$ cat config.mk
export PLATFORM = sky130hd
export DESIGN_NAME = vend_change_scheduler
export DESIGN_NICKNAME = d
export VERILOG_FILES = /design/src/rtl/vend_change_scheduler.sv
export SDC_FILE = /design/constraint.sdc
export NUM_CORES = 1
export LEC_CHECK = 0
export CORE_UTILIZATION = 58
export DETAILED_ROUTE_END_ITERATION = 6
export MAX_ROUTING_LAYER = met4
export PLACE_DENSITY = 0.87
export SLEW_MARGIN = 40
export SYNTH_ARGS = -nofsm -noshare
export SYNTH_HDL_FRONTEND = slang
export SYNTH_SLANG_ARGS = --single-unit
$ cat constraint.sdc
create_clock -name clk -period 4.7 [get_ports clk]
set_input_delay 0.94 -clock clk [delete_from_list [all_inputs] [get_ports clk]]
set_output_delay 0.94 -clock clk [all_outputs]
set_load 0.02 [all_outputs]
$ cat src/rtl/vend_change_scheduler.sv
// Greedy coin-change sequencer: one coin per SELECT/EJECT/WAIT_ACK round, done one cycle after the last SELECT.
// Waits on hopper_ack per coin; define CHANGE_JAM_DETECT_EN to time out silent hoppers and mark them jammed.
module vend_change_scheduler #(
    parameter int ACK_TIMEOUT = 15,
    parameter int INV_MAX     = 63
) (
    input  logic       clk,
    input  logic       reset,
    input  logic [6:0] change_amt,
    input  logic       change_valid,
    input  logic       refill_valid,
    input  logic [1:0] refill_sel,
    input  logic [5:0] refill_cnt,
    input  logic       hopper_ack,
    output logic [1:0] hopper_sel,
    output logic       hopper_eject,
    output logic       busy,
    output logic       done,
    output logic [6:0] shortfall,
    output logic [5:0] inv5,
    output logic [5:0] inv10,
    output logic [5:0] inv20,
    output logic [2:0] jam_flags
);

    if (INV_MAX < 1 || INV_MAX > 63 || ACK_TIMEOUT < 1) begin : g_bad_cfg
        $error("vend_change_scheduler: INV_MAX must be 1..63 and ACK_TIMEOUT >= 1");
    end

    typedef enum logic [2:0] {IDLE, SELECT, EJECT, WAIT_ACK, DONE} state_t;

    state_t     state_q, state_d;
    logic [6:0] remaining_q, remaining_d;
    logic [6:0] shortfall_q, shortfall_d;
    logic [5:0] inv5_q, inv5_d, inv10_q, inv10_d, inv20_q, inv20_d;
    logic [1:0] sel_q, sel_d;
    logic [2:0] jam;

`ifdef CHANGE_JAM_DETECT_EN
    localparam int TMO_W = (ACK_TIMEOUT < 2) ? 1 : $clog2(ACK_TIMEOUT);
    logic [TMO_W-1:0] tmo_q, tmo_d;
    logic [2:0]       jam_q, jam_d;
    assign jam = jam_q;
`else
    assign jam = 3'b000;
`endif

    function automatic logic [5:0] sat_add(input logic [5:0] a, input logic [5:0] b);
        logic [6:0] s;
        s = {1'b0, a} + {1'b0, b};
        return (s > 7'(INV_MAX)) ? 6'(INV_MAX) : s[5:0];
    endfunction

    function automatic logic [6:0] coin_val(input logic [1:0] s);
        case (s)
            2'd1:    return 7'd5;
            2'd2:    return 7'd10;
            2'd3:    return 7'd20;
            default: return 7'd0;
        endcase
    endfunction

    always_comb begin
        state_d     = state_q;
        remaining_d = remaining_q;
        shortfall_d = shortfall_q;
        inv5_d      = inv5_q;
        inv10_d     = inv10_q;
        inv20_d     = inv20_q;
        sel_d       = sel_q;
`ifdef CHANGE_JAM_DETECT_EN
        tmo_d       = tmo_q;
        jam_d       = jam_q;
`endif
        case (state_q)
            IDLE: begin
                if (refill_valid) begin
                    case (refill_sel)
                        2'd1:    inv5_d  = sat_add(inv5_q, refill_cnt);
                        2'd2:    inv10_d = sat_add(inv10_q, refill_cnt);
                        2'd3:    inv20_d = sat_add(inv20_q, refill_cnt);
                        default: ;
                    endcase
                end
                if (change_valid) begin
                    remaining_d = change_amt;
                    shortfall_d = '0;
                    state_d     = SELECT;
                end
            end
            SELECT: begin
                state_d = EJECT;
                if (remaining_q >= 7'd20 && inv20_q != '0 && !jam[2]) begin
                    sel_d = 2'd3;
                end else if (remaining_q >= 7'd10 && inv10_q != '0 && !jam[1]) begin
                    sel_d = 2'd2;
                end else if (remaining_q >= 7'd5 && inv5_q != '0 && !jam[0]) begin
                    sel_d = 2'd1;
                end else begin
                    sel_d       = 2'd0;
                    shortfall_d = remaining_q;
                    state_d     = DONE;
                end
            end
            EJECT: begin
                state_d = WAIT_ACK;
`ifdef CHANGE_JAM_DETECT_EN
                tmo_d   = '0;
`endif
            end
            WAIT_ACK: begin
                if (hopper_ack) begin
                    remaining_d = (remaining_q >= coin_val(sel_q)) ? remaining_q - coin_val(sel_q) : '0;
                    case (sel_q)
                        2'd1:    if (inv5_q  != '0) inv5_d  = inv5_q  - 6'd1;
                        2'd2:    if (inv10_q != '0) inv10_d = inv10_q - 6'd1;
                        2'd3:    if (inv20_q != '0) inv20_d = inv20_q - 6'd1;
                        default: ;
                    endcase
                    sel_d   = 2'd0;
                    state_d = SELECT;
                end
`ifdef CHANGE_JAM_DETECT_EN
                // A silent hopper is abandoned for this and every later request until reset.
                else if (tmo_q == TMO_W'(ACK_TIMEOUT - 1)) begin
                    case (sel_q)
                        2'd1:    jam_d[0] = 1'b1;
                        2'd2:    jam_d[1] = 1'b1;
                        2'd3:    jam_d[2] = 1'b1;
                        default: ;
                    endcase
                    sel_d   = 2'd0;
                    state_d = SELECT;
                end else begin
                    tmo_d = tmo_q + 1'b1;
                end
`endif
            end
            DONE:    state_d = IDLE;
            default: state_d = IDLE;
        endcase
    end

    always_ff @(posedge clk) begin
        if (reset) begin
            state_q     <= IDLE;
            remaining_q <= '0;
            shortfall_q <= '0;
            inv5_q      <= '0;
            inv10_q     <= '0;
            inv20_q     <= '0;
            sel_q       <= '0;
`ifdef CHANGE_JAM_DETECT_EN
            tmo_q       <= '0;
            jam_q       <= '0;
`endif
        end else begin
            state_q     <= state_d;
            remaining_q <= remaining_d;
            shortfall_q <= shortfall_d;
            inv5_q      <= inv5_d;
            inv10_q     <= inv10_d;
            inv20_q     <= inv20_d;
            sel_q       <= sel_d;
`ifdef CHANGE_JAM_DETECT_EN
            tmo_q       <= tmo_d;
            jam_q       <= jam_d;
`endif
        end
    end

    assign hopper_sel   = (state_q == EJECT || state_q == WAIT_ACK) ? sel_q : 2'd0;
    assign hopper_eject = (state_q == EJECT);
    assign busy         = (state_q == SELECT || state_q == EJECT || state_q == WAIT_ACK);
    assign done         = (state_q == DONE);
    assign shortfall    = shortfall_q;
    assign inv5         = inv5_q;
    assign inv10        = inv10_q;
    assign inv20        = inv20_q;
    assign jam_flags    = jam;

endmodule

==> impl_metrics.csv <==
group,metric,value,unit
grt,grt_antenna_before_repair,0,
pwr,part_of_the_total_power_dissipated_in_combinational_logic,56.4,%
timing,period_needed,3.066,ns
pwr,net_switching_component_of_the_power,821.2,uW
pwr,fraction_of_power_spent_switching_nets,45.77,%
pwr,total_power_consumption,1.794,mW
worst_setup_path,timing.rr.start,"sel_q[1]$_SDFFE_PP0P_",
placed_design,place.gp.congestion,1.046,
worst_hold_path,min_delay_worst_endpoint,"shortfall[2]$_SDFFE_PP0P_",
synthesis,edf_count,0,
worst_setup_path,worstSetupEndpointType,"flip-flop",
route,initial_drc_count,363,
worst_hold_path,hold_depth,1,
grt,gr-total-overflow,0,
final_layout,nNonClkInverters,23,
clocking,clkSlewWorstSetupHoldPaths,0.08,ns
worst_setup_path,setup.worst_path.end,"inv5[4]$_SDFFE_PP0P_",
clocking,clock.latency.late_pin,0.29,ns
clocking,cts.htree.levels,2,
die,chipHeight,74.84,um
synthesis,post_synth_inst_count,382,
final_layout,clock_cell_share_of_area,3.104,%
synthesis,cells_yosys,382,
pwr,power.largest_group,"combinational logic",
clocking,clock-sinks,37,
final_layout,layout.nonclk_buf_share,13.63,%
placed_design,hpwl,6178,um
worst_setup_path,end_of_the_worst_register_to_register_path,"remaining_q[3]$_SDFFE_PP0P_",
route,wl_per_cell,17.22,um
grt,grt_max_degree,31,
synthesis,ys_dominant_reg_cell,"sky130_fd_sc_hd__dfxtp_1",
worst_setup_path,worst-endpoint-required,4.90,ns
worst_setup_path,worstSetupStartpoint,"refill_cnt[1]",
final_layout,logic_gates,306,
route,detail_route.vias_per_cell,6.461,
clocking,hold_buf_count_cts,0,
die,chip_area,5600,sq um
synthesis,yosysChipArea,3077,sq um
synthesis,async_flop_share,0,%
worst_setup_path,criticalPathCategory,"input pin to flip-flop",
worst_setup_path,timing.critical_path.slowest_cell_delay,0.56,ns
clocking,postCtsSetupRepairBufs,0,
final_layout,final_layout_size_suffix_gt1_share,5.412,%
final_layout,antenna_cells,0,
flow_run,warning_count,27,
synthesis,synthMostInstantiatedCell,"sky130_fd_sc_hd__nor2_1",
final_layout,biggestCellCategory,"logic gates",
worst_setup_path,critical_path.max_fanout,4,
timing,clock.fmax,0.3261,GHz
flow_run,timing.max_cap.violations,0,
timing,finalCritPeriodShare,65.24,%
timing,worst_setup_skew_after_layout,0.004226,ns
route,detailroute.via_count,3198,
worst_setup_path,startpoint_type,"input pin",
timing,worst-slew-pin-transition,0.7126,ns
pwr,power_clock,287,uW
pwr,cellLeakagePower,1.418,nW
route,drt-total-wl,8524,um
final_layout,number_of_fill_cells,415,
outcome,status,"completed",
route,antenna_left,0,
worst_hold_path,holdCritStartpoint,"shortfall[2]$_SDFFE_PP0P_",
worst_setup_path,worst_path_max_delay_cell,"sky130_fd_sc_hd__clkdlybuf4s50_1",
final_layout,multi_input_comb_area,2173,sq um
timing,finalHoldViolations,0,
die,floorplan.io_pins,53,
synthesis,yosysSeqAreaShare,24.07,%
worst_setup_path,timing.critical_path.arrival,3.27,ns
clocking,clock_buffers_created_by_tritoncts,5,
clocking,ctsLongestPathBuffers,2,
clocking,cts.root.buffer_cell,"sky130_fd_sc_hd__clkbuf_8",
synthesis,synth_cell_types,64,
timing,max_slew_margin,52.49,%
synthesis,numSynthFlops,37,
pwr,clock_power_share,16.0,%
pwr,power_density,483.8,nW/um^2
final_layout,area.share.combinational,58.60,%
worst_hold_path,min_delay_worst_type,"flip-flop to flip-flop",
pwr,power_report.internal_total,972.9,uW
synthesis,synth_area,3077,sq um
synthesis,top_area_cell_share,24.07,%
pwr,pg_comb,1.01,mW
timing,setup_tns,0,ns
final_layout,design.final.nets,475,
synthesis,netlist.top_cell.by_area,"sky130_fd_sc_hd__dfxtp_1",
timing,rsz0062_at_grt,"no",
grt,track_usage,31.91,%
timing,setup_viol,0,
final_layout,layout.clock_buffers,5,
route,route.detailed.drc,0,
clocking,cts_tree,"yes",
clocking,postCtsResizedCells,0,
timing,pins_over_their_slew_limit,0,
synthesis,ys_warn_count,0,
pwr,pwr-share-seq,27.6,%
worst_setup_path,reg2reg_setup_slack,2.16,ns
synthesis,yosys-top-cells-count,"sky130_fd_sc_hd__nor2_1 (39), sky130_fd_sc_hd__dfxtp_1 (37), sky130_fd_sc_hd__a21oi_1 (27), sky130_fd_sc_hd__ha_1 (27), sky130_fd_sc_hd__nand2_1 (25)",
synthesis,area_leaders,"sky130_fd_sc_hd__dfxtp_1 (24%), sky130_fd_sc_hd__ha_1 (11%), sky130_fd_sc_hd__nor2_1 (4.8%), sky130_fd_sc_hd__a21oi_1 (4.4%), sky130_fd_sc_hd__nor3_1 (3.1%)",
grt,grt_first_pass_wirelength,13220,um
pwr,ir_drop,0.2943,mV
worst_setup_path,timing.critical_path.cells,"clkdlybuf4s50_1, inv_1, fa_1, nand2b_1, a211oi_1, nor2_1, a32o_1, a221oi_1",
die,floorplanUtilization,60.24,%
worst_setup_path,worst_r2r_path_depth,7,
die,floorplan.die.width,74.84,um
grt,first_global_vias,2730,
synthesis,syn_area_per_cell,8.054,sq um
route,first_pass_iters,5,
placed_design,port_buffers,49,
## worst max-delay path, delay by kind of cell
family / cells / cell delay [ns]
adder cells (fa/ha/maj): 1 / 0.47
buffers and inverters: 2 / 0.73
AND-OR/OR-AND: 3 / 0.78
AND/OR/NAND/NOR: 2 / 0.35
## sequential cells by signal, summed over array words and instances, names as in the netlist
register and cells:
inv10 6, shortfall 7, inv20 6, remaining_q 7, inv5 6, state_q 3, sel_q 2
## stage by stage
step	hold slack (ns)	utilization (%)	cells	area [sq um]	setup slack [ns]
floorplan	0.4813	-	384	3084	2.114
global placement	0.4637	70.24	487	3587	1.386
detailed placement	0.4660	70.36	487	3593	1.376
CTS	0.4848	72.61	495	3709	1.661
finish	0.4832	72.61	495	3709	1.634
global route	0.5050	72.61	495	3709	1.459
## cell families (layout without fill, tap and decap cells)
family	Yosys count	after routing	synth area share (%)
and+or+nand+nor	133	133	22.37
AOI/OAI and AO/OA	126	126	30.30
buffers and inverters	41	82	5.734
DFF	37	37	24.07
adders and majority gates	31	31	13.58
xor gates and xnor gates	11	11	3.131
muxes	2	2	0.6913
other	1	3	0.1219
## routing by layer
metal	up-vias	wire [um]	GRT usage, %	part of all wire (%)
met1	1465	3699	43.13	43
met2	187	3918	50.25	46
li1	1517	-	-	-
met4	0	195	8.595	2.3
met3	29	712	4.150	8.4
met5	-	0	-	0
## cells in the final DEF, fill, tap and decap left out, types with 3 or more instances in the layout
cell type / n
sky130_fd_sc_hd__a311oi_1: 5
sky130_fd_sc_hd__dfxtp_1: 37
sky130_fd_sc_hd__nand2b_1: 12
sky130_fd_sc_hd__xor2_1: 5
sky130_fd_sc_hd__clkbuf_8: 5
sky130_fd_sc_hd__a31oi_1: 3
sky130_fd_sc_hd__o31ai_1: 5
sky130_fd_sc_hd__ha_1: 27
sky130_fd_sc_hd__nor3b_1: 5
sky130_fd_sc_hd__fa_1: 4
sky130_fd_sc_hd__o21bai_1: 3
sky130_fd_sc_hd__o21a_1: 3
sky130_fd_sc_hd__o2bb2ai_1: 4
sky130_fd_sc_hd__a21oi_1: 27
sky130_fd_sc_hd__a221o_1: 3
sky130_fd_sc_hd__nor3_1: 19
sky130_fd_sc_hd__or3_1: 4
sky130_fd_sc_hd__xnor2_1: 6
sky130_fd_sc_hd__nand2_1: 25
sky130_fd_sc_hd__conb_1: 3
sky130_fd_sc_hd__inv_1: 23
sky130_fd_sc_hd__nor2b_1: 3
sky130_fd_sc_hd__a211oi_1: 9
sky130_fd_sc_hd__nor2_1: 39
sky130_fd_sc_hd__clkdlybuf4s50_1: 49
sky130_fd_sc_hd__a22o_1: 7
sky130_fd_sc_hd__nor4_1: 3
sky130_fd_sc_hd__a211o_1: 5
sky130_fd_sc_hd__a221oi_1: 3
sky130_fd_sc_hd__o21ai_0: 18
sky130_fd_sc_hd__and3_1: 3
sky130_fd_sc_hd__o311ai_0: 3
sky130_fd_sc_hd__o211ai_1: 7
sky130_fd_sc_hd__nand3_1: 7
sky130_fd_sc_hd__a21o_1: 4
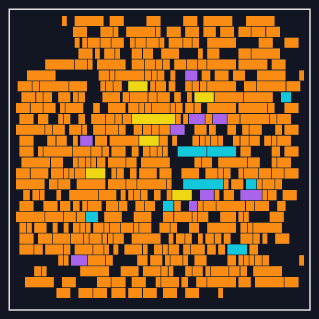
*Drive-strength map*
(4 px per um)
color	size	cells
orange	x1 and smaller	402
yellow	x6 and larger	6
cyan	x3 and x4	8
purple	x2	9
layout buffer count excluding clock buffers: 51
setup ws final: 1.634 ns
final non-filler cell area: 3709 sq um
post-synthesis to final-layout area growth: 20.54%

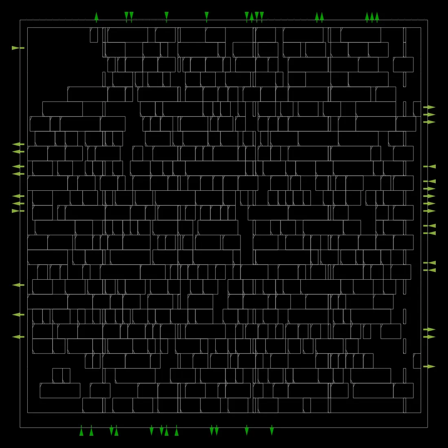
*Cell outlines without signal wires*
fraction of standard cell area that is sequential: 19.97%
final non-filler cell total: 495
std cell rows: 26
number of well taps: 70
count of sequential standard cells: 37

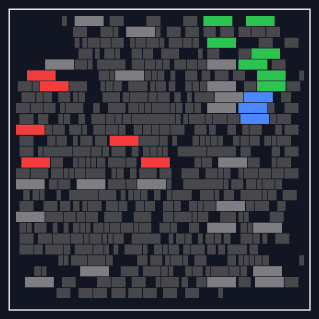
*Where the registers sit*
(4 px per um) Other sequential cells in the stronger gray, the rest of the logic in the fainter gray.
color	signal	placed flops
red	`inv20`	6
green	`shortfall`	7
blue	`state_q`	3
not colored	21
final cell utilization of the core: 72.61%
Storage cell area: 740.7 sq um
sequential power: 496 uW

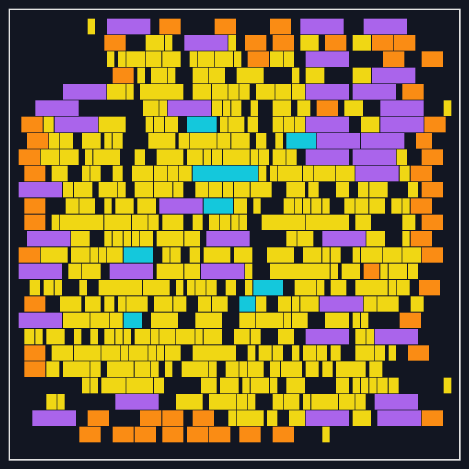
*Cell classes on the final placement*
(6 px per um)
color	class	cells	share of their area
orange	remaining buffers and delay cells	51	14%
yellow	remaining logic cells	329	62%
purple	sequential cells	37	20%
cyan	clock drivers and dummy loads	8	3.2%
CORE AREA: 5107 sq um

No activity file was given, so power comes from the tool's default toggle rates.
